<file path="config.mk">
export PLATFORM = sky130hd
export DESIGN_NAME = fetch_queue_unit
export DESIGN_NICKNAME = d
export VERILOG_FILES = /design/src/rtl/fetch_queue_unit.sv
export SDC_FILE = /design/constraint.sdc
export NUM_CORES = 1
export LEC_CHECK = 0
export CORE_MARGIN = 2
export CORE_UTILIZATION = 60
export DETAILED_ROUTE_END_ITERATION = 12
export PLACE_DENSITY = 0.85
export SLEW_MARGIN = 20
export SYNTH_ARGS = -nofsm -noshare
export SYNTH_HDL_FRONTEND = slang
export SYNTH_SLANG_ARGS = --single-unit
</file>
<file path="constraint.sdc">
create_clock -name clk -period 5.2 [get_ports clk]
set_input_delay 1.04 -clock clk [delete_from_list [all_inputs] [get_ports clk]]
set_output_delay 1.04 -clock clk [all_outputs]
set_load 0.02 [all_outputs]
</file>
<file path="src/rtl/fetch_queue_unit.sv">
`default_nettype none
// ============================================================================
// Module   : fetch_queue_unit
// Purpose  : Instruction fetch front end. Owns the fetch PC, issues one word
//            request at a time to instruction memory, and buffers returned
//            {pc, instruction} pairs in a QUEUE_DEPTH-entry FIFO that feeds
//            decode. A redirect flushes the FIFO, reloads the fetch PC, and
//            throws away any response still in flight.
// Ports    : clk, reset_n (async, active low)
//            redirect_valid / redirect_target  - flush and refetch
//            imem_req_valid / imem_req_addr / imem_req_ready - request port
//            imem_rsp_valid / imem_rsp_data    - response for the one
//                                                outstanding request
//            dec_valid / dec_ready / dec_pc / dec_instruction /
//            dec_rs1 / dec_rs2                 - FIFO head to decode
//            queue_count                       - occupied FIFO entries
// Revision : 1.0 - initial release
// ============================================================================
module fetch_queue_unit #(
    parameter logic [31:0] RESET_PC    = 32'h0000_0000,
    parameter int          QUEUE_DEPTH = 4
) (
    input  logic                           clk,
    input  logic                           reset_n,
    input  logic                           redirect_valid,
    input  logic [31:0]                    redirect_target,
    output logic                           imem_req_valid,
    output logic [31:0]                    imem_req_addr,
    input  logic                           imem_req_ready,
    input  logic                           imem_rsp_valid,
    input  logic [31:0]                    imem_rsp_data,
    output logic                           dec_valid,
    input  logic                           dec_ready,
    output logic [31:0]                    dec_pc,
    output logic [31:0]                    dec_instruction,
    output logic [4:0]                     dec_rs1,
    output logic [4:0]                     dec_rs2,
    output logic [$clog2(QUEUE_DEPTH):0]   queue_count
);

    localparam int c_ptr_w = $clog2(QUEUE_DEPTH);
    localparam int c_cnt_w = c_ptr_w + 1;

    localparam logic [c_ptr_w-1:0] c_ptr_one = c_ptr_w'(1);
    localparam logic [c_cnt_w-1:0] c_cnt_one = c_cnt_w'(1);
    localparam logic [c_cnt_w:0]   c_depth   = (c_cnt_w + 1)'(QUEUE_DEPTH);

    // ------------------------------------------------------------------
    // State
    // ------------------------------------------------------------------
    logic [31:0]        r_fetch_pc;
    logic [31:0]        r_pending_pc;
    logic               r_outstanding;
    logic               r_drop;
    logic [c_ptr_w-1:0] r_rd_ptr;
    logic [c_ptr_w-1:0] r_wr_ptr;
    logic [c_cnt_w-1:0] r_count;
    logic [31:0]        r_pc_mem    [QUEUE_DEPTH];
    logic [31:0]        r_instr_mem [QUEUE_DEPTH];

    // ------------------------------------------------------------------
    // Combinational control
    // ------------------------------------------------------------------
    logic [c_cnt_w:0] w_occupancy;
    logic             w_space;
    logic             w_req_fire;
    logic             w_rsp_accept;
    logic             w_push;
    logic             w_pop;

    // Entries held plus the one that may still land. A same-cycle pop is
    // deliberately not credited, which keeps the FIFO overflow-free without
    // a path from dec_ready to the request port.
    assign w_occupancy = {1'b0, r_count} + (c_cnt_w + 1)'(r_outstanding);
    assign w_space     = (w_occupancy < c_depth);

    // A new request may go out when the port is idle or the outstanding
    // response is returning this very cycle.
    assign imem_req_valid = reset_n & ~redirect_valid
                          & (~r_outstanding | imem_rsp_valid) & w_space;
    assign imem_req_addr  = r_fetch_pc;

    assign w_req_fire   = imem_req_valid & imem_req_ready;
    assign w_rsp_accept = imem_rsp_valid & r_outstanding;

    // Redirect overrides every queue movement in its cycle.
    assign w_push = w_rsp_accept & ~r_drop & ~redirect_valid;
    assign w_pop  = dec_valid & dec_ready & ~redirect_valid;

    assign dec_valid       = (r_count != '0);
    assign dec_pc          = r_pc_mem[r_rd_ptr];
    assign dec_instruction = r_instr_mem[r_rd_ptr];
    assign dec_rs1         = dec_instruction[19:15];
    assign dec_rs2         = dec_instruction[24:20];
    assign queue_count     = r_count;

    // ------------------------------------------------------------------
    // Fetch PC, request tracking and drop flag
    // ------------------------------------------------------------------
    always_ff @(posedge clk or negedge reset_n) begin
        if (!reset_n) begin
            r_fetch_pc    <= RESET_PC;
            r_pending_pc  <= '0;
            r_outstanding <= 1'b0;
            r_drop        <= 1'b0;
        end else if (redirect_valid) begin
            r_fetch_pc <= redirect_target;
            if (r_outstanding && !imem_rsp_valid) begin
                // Response still on its way: keep tracking it but mark it
                // stale so it is discarded on arrival.
                r_drop <= 1'b1;
            end else begin
                r_outstanding <= 1'b0;
                r_drop        <= 1'b0;
            end
        end else begin
            if (w_req_fire) begin
                r_outstanding <= 1'b1;
                r_pending_pc  <= r_fetch_pc;
                r_fetch_pc    <= r_fetch_pc + 32'd4;
            end else if (w_rsp_accept) begin
                r_outstanding <= 1'b0;
            end
            if (w_rsp_accept) begin
                r_drop <= 1'b0;
            end
        end
    end

    // ------------------------------------------------------------------
    // FIFO pointers and occupancy
    // ------------------------------------------------------------------
    always_ff @(posedge clk or negedge reset_n) begin
        if (!reset_n) begin
            r_rd_ptr <= '0;
            r_wr_ptr <= '0;
            r_count  <= '0;
        end else if (redirect_valid) begin
            r_rd_ptr <= '0;
            r_wr_ptr <= '0;
            r_count  <= '0;
        end else begin
            if (w_push) begin
                r_wr_ptr <= r_wr_ptr + c_ptr_one;
            end
            if (w_pop) begin
                r_rd_ptr <= r_rd_ptr + c_ptr_one;
            end
            case ({w_push, w_pop})
                2'b10:   r_count <= r_count + c_cnt_one;
                2'b01:   r_count <= r_count - c_cnt_one;
                default: r_count <= r_count;
            endcase
        end
    end

    // ------------------------------------------------------------------
    // FIFO storage; cleared on reset so decode sees zeros until the first
    // instruction lands.
    // ------------------------------------------------------------------
    always_ff @(posedge clk or negedge reset_n) begin
        if (!reset_n) begin
            for (int i = 0; i < QUEUE_DEPTH; i++) begin
                r_pc_mem[i]    <= '0;
                r_instr_mem[i] <= '0;
            end
        end else if (w_push) begin
            r_pc_mem[r_wr_ptr]    <= r_pending_pc;
            r_instr_mem[r_wr_ptr] <= imem_rsp_data;
        end
    end

endmodule
`default_nettype wire

</file>
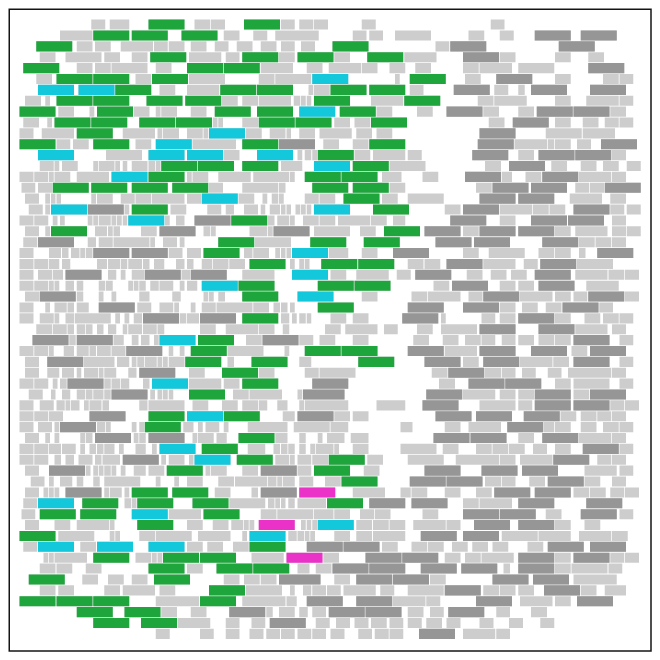
Run 1: where the registers sit
(4 px per um) Other sequential cells in the stronger grey, the rest of the logic in the fainter grey.
cyan -> `r_pending_pc`  # sequential cells 32
green -> `r_pc_mem`  # sequential cells 128
magenta -> `queue_count`  # sequential cells 3
not coloured = 166
Reg area: 8240 um2
final core utilization: 74.2%

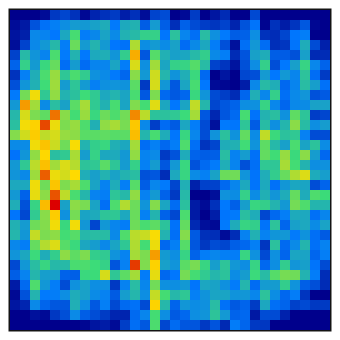
Run 1: signal metal coverage by tile
(2 px per um) 32 x 32 tiles, from dark blue (low) to red (high), scaled to the fullest tile. Values are wire area over tile area, all layers added.
nearly empty tiles = 5.0%
mean over tiles = 0.20
emptiest ninth of the die = upper right
Total Wirelength: 32100 um
via count: 9220
GRT Util Overall: 25.8%
wire length per cell: 21.0 um

==> GITHUB_STEP_SUMMARY, run 1 <==
## Implementation flow summary

| Metric | Value |
|---|---|
| Status | `complete, no violations` |
| Share of cells above drive strength 1 | `33.8%` |
| Max_slew headroom | `27.9%` |
| # setup viols final | `0` |
| Drt first pass iters | `7` |
| CTS Buf Count | `36` |
| Dominant flop cell | `dfrtp_1` |
| Asr flop ratio synth | `100%` |
| Cell Type Count | `49` |
| Layout area overhead | `22.4%` |
| Chip area | `25600 um2` |
| DRT iter0 DRCs | `517` |
| Peak VDD IR | `0.000352 V` |
| Starting Density | `60.6%` |
| CTS Hold Bufs | `0` |
| Comb area leader | `multiplexers` |
| Final Hold Vio Count | `0` |
| Worst-path fanout max | `4` |
| Top cells excl fill/tap | `dfrtp_1 (327), mux2_2 (259), clkdlybuf4s50_1 (178)` |
| Yosys Chip Area | `14600 um2` |
| Clock Sinks | `329` |
| Mux share | `30.3%` |
| Post-CTS Setup Bufs | `0` |
| Worst Path Arrival | `3.08 ns` |
| Die H | `160 um` |
| Min setup slack post-route | `1.08 ns` |
| Worst hold-check path type | `primary input to async pin` |
| Final Power | `8.79 mW` |
| Routed Antenna Nets | `0` |
| CP required | `4.16 ns` |
| Setup Skew | `0.0155 ns` |
| DRC Markers | `0` |
| Clock buffer depth | `3` |
| Net count, final | `1256` |
| Worst slack at placement | `1.11 ns` |
| Floorplan net count | `1101` |
| Pin count of the biggest net entering global routing | `82` |
| Yosys adder share | `0.565%` |
| Placer Congestion | `0.864` |
| H-Tree Depth | `2` |
| Min Clock Period, post-route | `4.12 ns` |
| Pwr/cell area | `491 nW/um2` |
| Register share after synthesis | `56.4%` |
| Cell area leaders | `dfrtp_1 (56%), mux2_2 (20%), mux4_2 (9.9%)` |
| Final Cycle Share | `79.2%` |
| Post-Synth AOI/OAI Area | `3.36%` |
| Max-cap viol count | `0` |
| CTS tree | `yes` |
| Vias in the first global route | `9920` |
| Synth warn | `0` |
| Startpoint type of the worst setup path | `primary input` |
| Yosys cell count | `1025` |
| Synth flops | `329` |
| Crit path kind | `primary input to output port` |
| WHS | `0.431 ns` |
| Top cell area share | `56.4%` |
| Resize count post-CTS | `0` |
| Placed cell areas | `16600 um2` |
| Cells after Synth | `1025` |
| Root buffer cell | `clkbuf_16` |
| Syn avg cell area | `14.3 um2` |
| Max Clk Rate | `243 MHz` |
| Clk_lat worst skew | `0.52 ns` |
| AND/OR/NAND/NOR Cells, Area Fraction | `6.24%` |
| Placed Cells | `1466` |
| XOR Share, Synth | `0.540%` |
| Final instance area | `17900 um2` |
| OpenROAD warnings | `29` |
| RSZ-0062 raised after global routing | `no` |
| Post-Syn Area | `14600 um2` |
| Die X-Extent | `160 um` |
| Worst-Margin Slew | `1.08 ns` |
| Max Slew Vio Count | `0` |
| Remaining Overflow, GRT | `0` |
| Clk slew on worst S/H paths | `0.06 ns` |
| Setup_tns | `0 ns` |
| Initial antenna violation count | `1` |
| Pleak | `8.36 nW` |
| Most frequent logic cell in the layout | `dfrtp_1` |
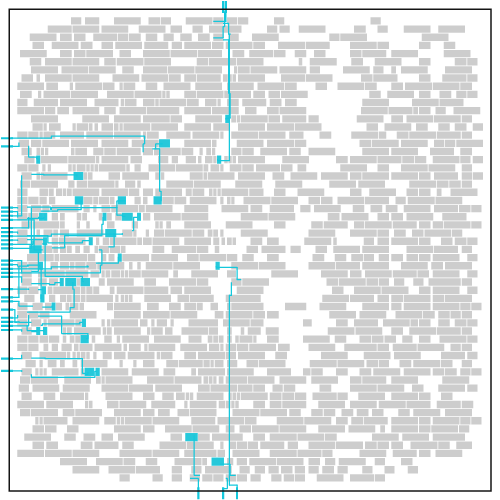
Run 1: nets reached from selected ports
(3 px per um)
cyan -> `redirect_target`  # direction input, edge 27 left, 3 bottom, 2 top, end cells 34, buffers 32, wire 934 um
num ports: 181
Port-buffer cells: 180

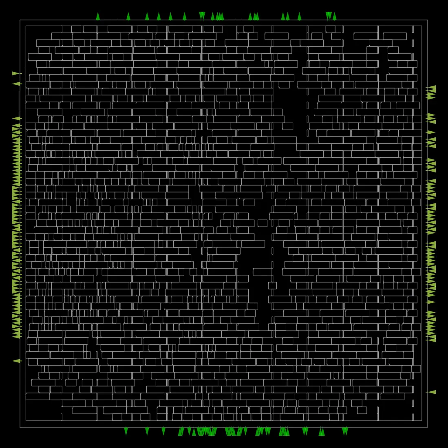
Run 1: placement view
Core Region: 24100 um2
flop count: 329
Row Count: 57
post-route insts no fill: 1532

## run 1: worst max-delay path, stage by stage
cell and delay, ns:
clkdlybuf4s50_1 0.51, a21bo_2 0.27, a21oi_1 0.43, nor2b_1 0.21
clkdlybuf4s50_1 0.62
## run 1: cell usage after synthesis (2+ instances only)
library cell	n
a21boi_0	2
ha_1	5
a32oi_1	3
mux2_2	259
dfrtp_1	329
o211ai_1	6
buf_1	10
mux2i_1	5
o21ai_0	30
nor3_1	5
buf_2	30
nor2_1	16
a22oi_1	2
nand3_1	12
and3_1	4
a221o_1	2
mux4_2	64
nand4_1	9
o311ai_0	4
clkbuf_1	18
o31ai_1	2
xor2_1	4
or3_1	4
buf_4	12
nand2_1	122
nor2b_1	6
a31oi_1	3
xnor2_1	5
and2_1	5
a21oi_1	8
nand2b_1	2
o311ai_1	5
nor3_2	2
nand2_2	4
inv_1	12
## run 1: layer usage
metal / vias up / routed length, um / global-route usage, % / part of all wire (%)
li1: 4037 / - / - / -
met1: 4820 / 13400 / 34.5 / 42
met2: 296 / 15900 / 43.1 / 49
met3: 67 / 2010 / 5.40 / 6.3
met4: 0 / 833 / 8.19 / 2.6
met5: - / 0 / 0 / 0
## run 1: flip-flops by register name, indices dropped and copies added (netlist names)
signal	flops
r_pc_mem	128
r_rd_ptr	2
r_drop	1
r_outstanding	1
queue_count	3
r_pending_pc	32
imem_req_addr	32
r_wr_ptr	2
r_instr_mem	128
## run 1: power by group
| part | switching, mW | internal (mW) | total, mW |
|---|---|---|---|
| combinational | 1.17 | 1.42 | 2.60 |
| sequential | 0.426 | 2.98 | 3.41 |
| clock | 1.02 | 1.76 | 2.78 |
| total | 2.62 | 6.17 | 8.79 |
## run 1: logic make-up after synthesis
logic type | after synthesis
mux | 329
compound gates | 72
buf+inv | 82
fa+ha+maj | 6
simple gates | 198
xor+xnor | 9
flops | 329
## run 1: path summary, 6_finish.rpt
check / start / end / slack, ns / depth (start not counted)
setup / recovery: imem_rsp_valid / imem_req_valid / 1.08 / 5
hold / removal: reset_n / r_instr_mem[125]$_DFFE_PN0P_ / 0.43 / 1
setup reg to reg: queue_count[0]$_DFFE_PN0P_ / queue_count[2]$_DFFE_PN0P_ / 2.58 / 7
hold reg to reg: r_instr_mem[30]$_DFFE_PN0P_ / r_instr_mem[30]$_DFFE_PN0P_ / 0.50 / 1
max in group asynchronous: reset_n / r_instr_mem[86]$_DFFE_PN0P_ / 2.91 / 3
min in group clk: r_instr_mem[30]$_DFFE_PN0P_ / r_instr_mem[30]$_DFFE_PN0P_ / 0.50 / 1
## run 1: area by class of cell
class,instances,area [um2]
Sequential cell,329,8240
Antenna cell,1,2.50
Tap cell,324,405
Timing Repair Buffer,187,1870
Inverter,12,45.0
Fill cell,1570,6220
Multi-Input combinational cell,614,6010
Clock buffer,45,996
Clock inverter,20,314
Run 1, wiring by layer:
(2 px per um) Two of the layers only.
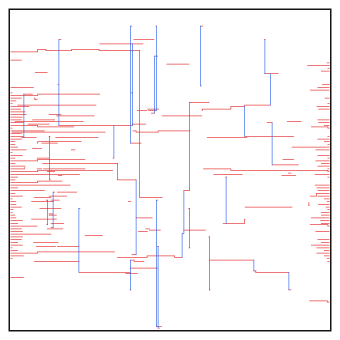

==> inputs of run 2 (changes only) <==
CORE_UTILIZATION = 50   (was 60)
PLACE_DENSITY = 0.76   (was 0.85)
clock period = 3.6 ns   (was 5.2 ns; I/O delays follow)
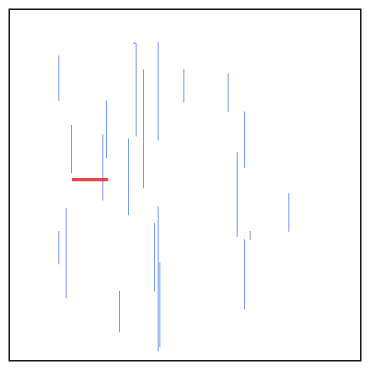
Run 2: wiring by layer
(2 px per um) Two of the layers only.
red -> M5  # wire length 16.6 um
blue -> M4  # wire length 695 um
Total Wirelength: 32200 um
GRT Util Overall: 21.9%
via count: 9154

==> run 2 against run 1 <==
Against the previous run:
- worst hold slack lost 0.058 ns
- clock power grew 29%
- final cell count grew 4.8%
- clock skew grew 0.0049 ns
- highest routed layer is now met5
- via count shrank 0.72%
- utilization shrank 12 points
- total power grew 40%
- design area grew 0.53%
- synthesized cell count is the same
- sequential share of layout area shrank 0.24 points
- routed wire length grew 0.22%
- flip-flop count is the same
==> GITHUB_STEP_SUMMARY, run 2 <==
## Implementation flow summary

| Metric | Value |
|---|---|
| Max-cap viol count | `0` |
| Top cell area share | `56.4%` |
| Top cells by count | `dfrtp_1 (329), mux2_2 (259), nand2_1 (122), mux4_2 (64)` |
| Post-CTS Setup Bufs | `0` |
| Vias/cell | `5.70` |
| Peak VDD IR | `0.000438 V` |
| H-Tree Depth | `2` |
| Yosys adder share | `0.565%` |
| Root buffer cell | `clkbuf_16` |
| Resize count post-CTS | `0` |
| Final Hold Vio Count | `0` |
| Num ports | `181` |
| Drt first pass iters | `5` |
| Pin count of the biggest net entering global routing | `138` |
| Crit path buffers/inverters | `2` |
| Max_slew headroom | `34.5%` |
| Top cells excl fill/tap | `dfrtp_1 (327), mux2_2 (259), clkdlybuf4s50_1 (178)` |
| Setup_tns | `0 ns` |
| Worst hold-check path type | `primary input to async pin` |
| Yosys Chip Area | `14600 um2` |
| Clock buffer depth | `3` |
| Pleak | `8.38 nW` |
| CTS Buf Count | `36` |
| Port-buffer cells | `180` |
| Syn avg cell area | `14.3 um2` |
| Setup Skew | `0.0204 ns` |
| Chip area | `30600 um2` |
| # setup viols final | `0` |
| DRT iter0 DRCs | `503` |
| Share of cells above drive strength 1 | `34.4%` |
| Clock Sinks | `329` |
| Remaining Overflow, GRT | `0` |
| XOR Share, Synth | `0.540%` |
| ANT cells | `0` |
| Worst R2R Start | `queue_count[0]$_DFFE_PN0P_` |
| FF-to-FF End | `queue_count[2]$_DFFE_PN0P_` |
| Row Count | `62` |
| Startpoint type of the worst setup path | `flip-flop` |
| Routed Antenna Nets | `0` |
| CTS Hold Bufs | `0` |
| Dominant flop cell | `dfrtp_1` |
| Core Region | `28700 um2` |
| Mux share | `30.3%` |
| Post-Synth AOI/OAI Area | `3.36%` |
| Initial antenna violation count | `1` |
| Clk_lat worst skew | `0.52 ns` |
| CP required | `2.88 ns` |
| Starting Density | `50.9%` |
| R2R setup slack | `1.11 ns` |
| Floorplan net count | `1101` |
| Status | `complete, no violations` |
| Max Clk Rate | `294 MHz` |
| Register share after synthesis | `56.4%` |
| Crit path kind | `flip-flop to output port` |
| Net count, final | `1273` |
| Final Cycle Share | `94.4%` |
| OpenROAD warnings | `31` |
| Cell area leaders | `dfrtp_1 (56%), mux2_2 (20%), mux4_2 (9.9%)` |
| AND/OR/NAND/NOR Cells, Area Fraction | `6.24%` |
| Top Registers | `r_instr_mem x128, r_pc_mem x128` |
| Clk slew on worst S/H paths | `0.06 ns` |
| Worst-Margin Slew | `0.980 ns` |
| Pwr/cell area | `685 nW/um2` |
| Cells after Synth | `1025` |
| Synth flops | `329` |
| Placer Congestion | `0.831` |
| Die H | `175 um` |
| Post-Syn Area | `14600 um2` |
| Global-route wire length before repair | `53200 um` |
| Max Slew Vio Count | `0` |
| Yosys cell count | `1025` |
| Comb area leader | `multiplexers` |
| FF-to-FF path depth | `7` |
| Flip-flops with a built-in enable | `0` |
| Most instantiated library cell after synthesis | `dfrtp_1` |
| Layout area overhead | `23.0%` |
| Cell Type Count | `49` |
| Detailed placement HPWL | `20500 um` |
| Crit-path slowest cell | `dfrtp_4` |
| Worst-path fanout max | `35` |
| Crit. End Element | `output port` |
| Worst Path Arrival | `2.68 ns` |
| Final-layout fill cell count | `2214` |
| Min setup slack post-route | `0.201 ns` |
| Crit-path cells | `buf_4 > mux4_2 > clkdlybuf4s50_1` |
| Worst slack at placement | `0.385 ns` |
| Reg area | `8240 um2` |
| Logic area | `6010 um2` |
| Synth warn | `0` |
| Asr flop ratio synth | `100%` |
| Min Clock Period, post-route | `3.40 ns` |
| Most frequent logic cell in the layout | `dfrtp_1` |
| CP delay by family, top | `buffers and inverters` |
| DRC Markers | `0` |
| Wire length per cell | `20.0 um` |
| RSZ-0062 raised after global routing | `no` |
| Die X-Extent | `175 um` |
| Slowest stage delay, CP | `0.86 ns` |
| CTS tree | `yes` |
| Vias in the first global route | `9745` |
| Synth area leader | `dfrtp_1` |
-- run 2: cell counts after synthesis --
Identical to the previous run, type by type.
-- run 2: through the flow --
stage          utilization (%)  hold WS [ns]  instance area, um2  total power, mW  cells
2_1_floorplan                -         0.424               14600             7.11   1025
3_3_place_gp              58.6         0.482               16800             8.74   1543
3_5_place_dp              58.6         0.488               16800             8.82   1543
4_1_cts                   62.6         0.370               18000             12.5   1606
5_1_grt                   62.6         0.406               18000             12.9   1606
6_report                  62.6         0.373               18000             12.3   1606
-- run 2: worst max-delay path by stage --
stage,from,endpoint,slack [ns],cells past startpoint
detailed placement,imem_rsp_valid,imem_req_valid,0.38,5
CTS,r_rd_ptr[0]$_DFFE_PN0P_,dec_instruction[13],0.13,3
floorplan,redirect_valid,queue_count[2]$_DFFE_PN0P_,0.82,9
finish,r_rd_ptr[1]$_DFFE_PN0P_,dec_pc[19],0.20,3
global placement,imem_rsp_valid,imem_req_valid,0.39,5
global route,r_rd_ptr[0]$_DFFE_PN0P_,dec_instruction[13],0.05,3
-- run 2: final cells by class --
cell class | count | area share (%)
flip-flops and latches | 329 | 45.8
repair buffers | 204 | 11.4
well taps | 384 | 2.67
clock buffers | 49 | 5.68
multi-input cells | 614 | 33.4
inverters | 12 | 0.251
clock inverters | 14 | 0.766
-- run 2: worst reg2reg max path: cells and delay by family (launching register included) --
| family | cells | cell delay [ns] |
|---|---|---|
| xor gates and xnor gates | 1 | 0.11 |
| DFF | 1 | 0.46 |
| AOI/OAI and AO/OA | 1 | 0.71 |
| adders and majority gates | 1 | 0.41 |
| and+or+nand+nor | 4 | 0.68 |
-- run 2: where the power goes --
| group | switching (mW) | total (mW) | internal [mW] | leakage, nW |
|---|---|---|---|---|
| Clock | 1.45 | 3.59 | 2.14 | 0.574 |
| Combinational | 1.76 | 3.86 | 2.09 | 3.41 |
| Sequential | 0.555 | 4.86 | 4.31 | 4.39 |
| Total | 3.77 | 12.3 | 8.54 | 8.38 |
-- run 2: routing by layer --
metal	global-route usage (%)	up-vias	wire (um)
met5	0	-	16
met4	6.04	2	695
met3	4.90	52	2110
met2	35.1	268	15000
met1	30.4	4760	14400
li1	-	4072	-
-- run 2: cell families (layout without fill, tap and decap cells) --
group / count (synthesis) / count (layout)
flops: 329 / 329
compound gates: 72 / 72
fa+ha+maj: 6 / 6
mux: 329 / 329
xor+xnor: 9 / 9
buf+inv: 82 / 279
simple gates: 198 / 198
==> inputs of run 3 (changes only) <==
REMOVE_ABC_BUFFERS = 1   (was not set)
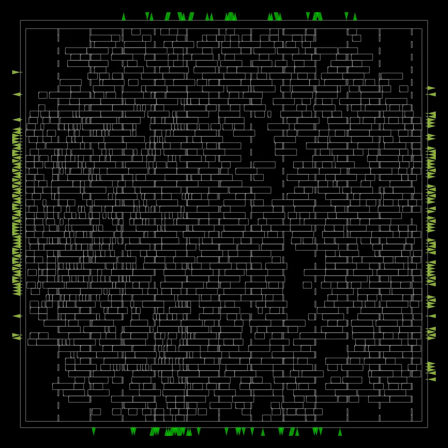
Run 3: placement view
Core Region: 28700 um2
Seq/total area: 45.7%
final core utilization: 62.8%
post-route insts no fill: 1606
final-layout fill cell count: 2167

==> run 3 against run 2 <==
Against the previous run:
- sequential share of layout area down 0.096 points
- first-iteration DRC count up 1.4%
- area after synthesis unchanged
- via count is 0.27% higher
- sequential power decreased by 1%
- critical path type unchanged
- critical path depth unchanged
- setup slack improved by 0.15 ns
- worst hold slack lost 0.011 ns
- critical endpoint is now dec_instruction[19]
==> GITHUB_STEP_SUMMARY, run 3 <==
## Implementation flow summary

| Metric | Value |
|---|---|
| Status | `complete, no violations` |
| RSZ-0062 raised after global routing | `no` |
| Setup_tns | `0 ns` |
| Final Hold Vio Count | `0` |
| Pwr/cell area | `688 nW/um2` |
| Num ports | `181` |
| Max-cap viol count | `0` |
| Synth flops | `329` |
| Port-buffer cells | `180` |
| Setup Skew | `0.0147 ns` |
| ANT cells | `0` |
| Most frequent logic cell in the layout | `dfrtp_1` |
| GRT Util Overall | `21.8%` |
| Max Clk Rate | `308 MHz` |
| Asr flop ratio synth | `100%` |
| Via count | `9179` |
| Yosys cell count | `1025` |
| Top cell area share | `56.4%` |
| Die X-Extent | `175 um` |
| CTS Buf Count | `36` |
| CP required | `2.88 ns` |
| Clock buffer depth | `3` |
| Crit path kind | `flip-flop to output port` |
| OpenROAD warnings | `28` |
| Row Count | `62` |
| Net count, final | `1270` |
| Dominant flop cell | `dfrtp_1` |
| Max Slew Vio Count | `0` |
| Wire length per cell | `20.1 um` |
| Placer Congestion | `0.806` |
| Layout area overhead | `23.3%` |
| Vias in the first global route | `9703` |
| WHS | `0.362 ns` |
| Top Registers | `r_instr_mem x128, r_pc_mem x128` |
| Global-route wire length before repair | `52900 um` |
| Placed cell areas | `16800 um2` |
| Comb pwr share | `31.4%` |
| Startpoint type of the worst setup path | `flip-flop` |
| Final Cycle Share | `90.1%` |
| Flip-flops with a built-in enable | `0` |
| Share of cells above drive strength 1 | `34.2%` |
| Total Wirelength | `32300 um` |
| Resize count post-CTS | `0` |
| Worst Path Arrival | `2.53 ns` |
| Vias/cell | `5.72` |
| Routed Antenna Nets | `0` |
| Most instantiated library cell after synthesis | `dfrtp_1` |
| P_int | `8.63 mW` |
| CTS Hold Bufs | `0` |
| Net Sw Frac | `30.4%` |
| Top cells by count | `dfrtp_1 (329), mux2_2 (259), nand2_1 (122), mux4_2 (64)` |
| DRC Markers | `0` |
| Peak VDD IR | `0.000376 V` |
| Clock share of power | `29.8%` |
| Worst-path fanout max | `50` |
| Synth warn | `0` |
| DRT iter0 DRCs | `510` |
| Initial antenna violation count | `0` |
| Post-Syn Area | `14600 um2` |
| Pin count of the biggest net entering global routing | `85` |
| Chip area | `30600 um2` |
| Top cells excl fill/tap | `dfrtp_1 (327), mux2_2 (259), clkdlybuf4s50_1 (178)` |
| Routed wl met3 | `1760 um` |
| Clock Sinks | `329` |
| H-Tree Depth | `2` |
| Remaining Overflow, GRT | `0` |
| CTS tree | `yes` |
| Synth area leader | `dfrtp_1` |
| Max_slew headroom | `30.1%` |
| Reg power frac | `38.8%` |
| Cells after Synth | `1025` |
| Met2 wire len | `15400 um` |
| Detailed placement HPWL | `19700 um` |
| Die H | `175 um` |
| Crit. End Element | `output port` |
| R2R setup slack | `1.13 ns` |
| Syn avg cell area | `14.3 um2` |
| Starting Density | `50.9%` |
| Clk_lat worst skew | `0.51 ns` |
| Cell area leaders | `dfrtp_1 (56%), mux2_2 (20%), mux4_2 (9.9%)` |
| Cell Type Count | `49` |
| Worst hold-check path type | `primary input to async pin` |
| Yosys Chip Area | `14600 um2` |
| Top Layer Used | `met4` |
| Drt first pass iters | `5` |
| Post-CTS Setup Bufs | `0` |
| Root buffer cell | `clkbuf_16` |
| # setup viols final | `0` |
| Clk slew on worst S/H paths | `0.06 ns` |
| Register share after synthesis | `56.4%` |
| Worst-Margin Slew | `1.04 ns` |
| Min Clock Period, post-route | `3.25 ns` |
| Pleak | `8.40 nW` |
| M1 wire length | `14500 um` |
| P_sw | `3.77 mW` |
| Final instance area | `18000 um2` |
==> run 3: cell counts after synthesis <==
Identical to the previous run, type by type.
==> run 3: final timing paths <==
path | startpoint | endpoint | cells past startpoint
max | r_rd_ptr[0]$_DFFE_PN0P_ | dec_instruction[19] | 3
max reg2reg | queue_count[0]$_DFFE_PN0P_ | queue_count[2]$_DFFE_PN0P_ | 7
min in group clk | imem_req_addr[1]$_DFFE_PN0P_ | r_pending_pc[1]$_DFFE_PN0P_ | 2
max in group asynchronous | reset_n | r_pc_mem[87]$_DFFE_PN0P_ | 3
min | reset_n | r_instr_mem[87]$_DFFE_PN0P_ | 2
min reg2reg | imem_req_addr[1]$_DFFE_PN0P_ | r_pending_pc[1]$_DFFE_PN0P_ | 2
==> run 3: logic make-up (layout without fill, tap and decap cells) <==
family                     after synthesis  after routing  synth area share (%)
DFF                                    329            329                  56.4
AOI/OAI and AO/OA                       72             72                  3.36
buffers and inverters                   82            279                  2.67
muxes                                  329            329                  30.3
xor gates and xnor gates                 9              9                 0.539
and+or+nand+nor                        198            198                  6.24
adders and majority gates                6              6                 0.565
==> run 3: through the flow <==
| step | setup WS (ns) | utilization, % | total power [mW] | std cells |
|---|---|---|---|---|
| floorplan | -0.505 | - | 6.98 | 955 |
| global placement | 0.438 | 58.6 | 8.69 | 1540 |
| detailed placement | 0.415 | 58.6 | 8.78 | 1540 |
| CTS | 0.312 | 62.8 | 12.5 | 1606 |
| global route | 0.263 | 62.8 | 13.0 | 1606 |
| finish | 0.355 | 62.8 | 12.4 | 1606 |
==> run 3: worst max-delay path, stage by stage (launching register included) <==
cell	delay, ns
dfrtp_4	0.42
buf_12	0.38
mux4_2	0.62
clkdlybuf4s50_1	0.56
==> run 3: cell type report <==
class	count	area, um2
tap	384	480
multi-input combinational	614	6010
sequential	329	8240
timing repair buffer	201	2040
clock inverter	14	160
fill	2167	10700
inverter	12	45.0
clock buffer	52	1040
==> run 3: per-layer routing <==
metal  vias up  track usage, %
met1      4785            31.6
li1       4073               -
met3        45            3.66
met2       276            34.8
met5         -               0
met4         0            5.63
==> run 3: power by group through the flow <==
stage	Combinational, mW	Sequential (mW)	Clock [mW]
2_1_floorplan	2.10	4.88	0
3_3_place_gp	3.87	4.82	0
3_5_place_dp	3.92	4.85	0
4_1_cts	3.94	4.80	3.79
5_1_grt	4.14	4.90	3.96
6_report	3.89	4.81	3.70
Power and IR drop assume default switching activity.
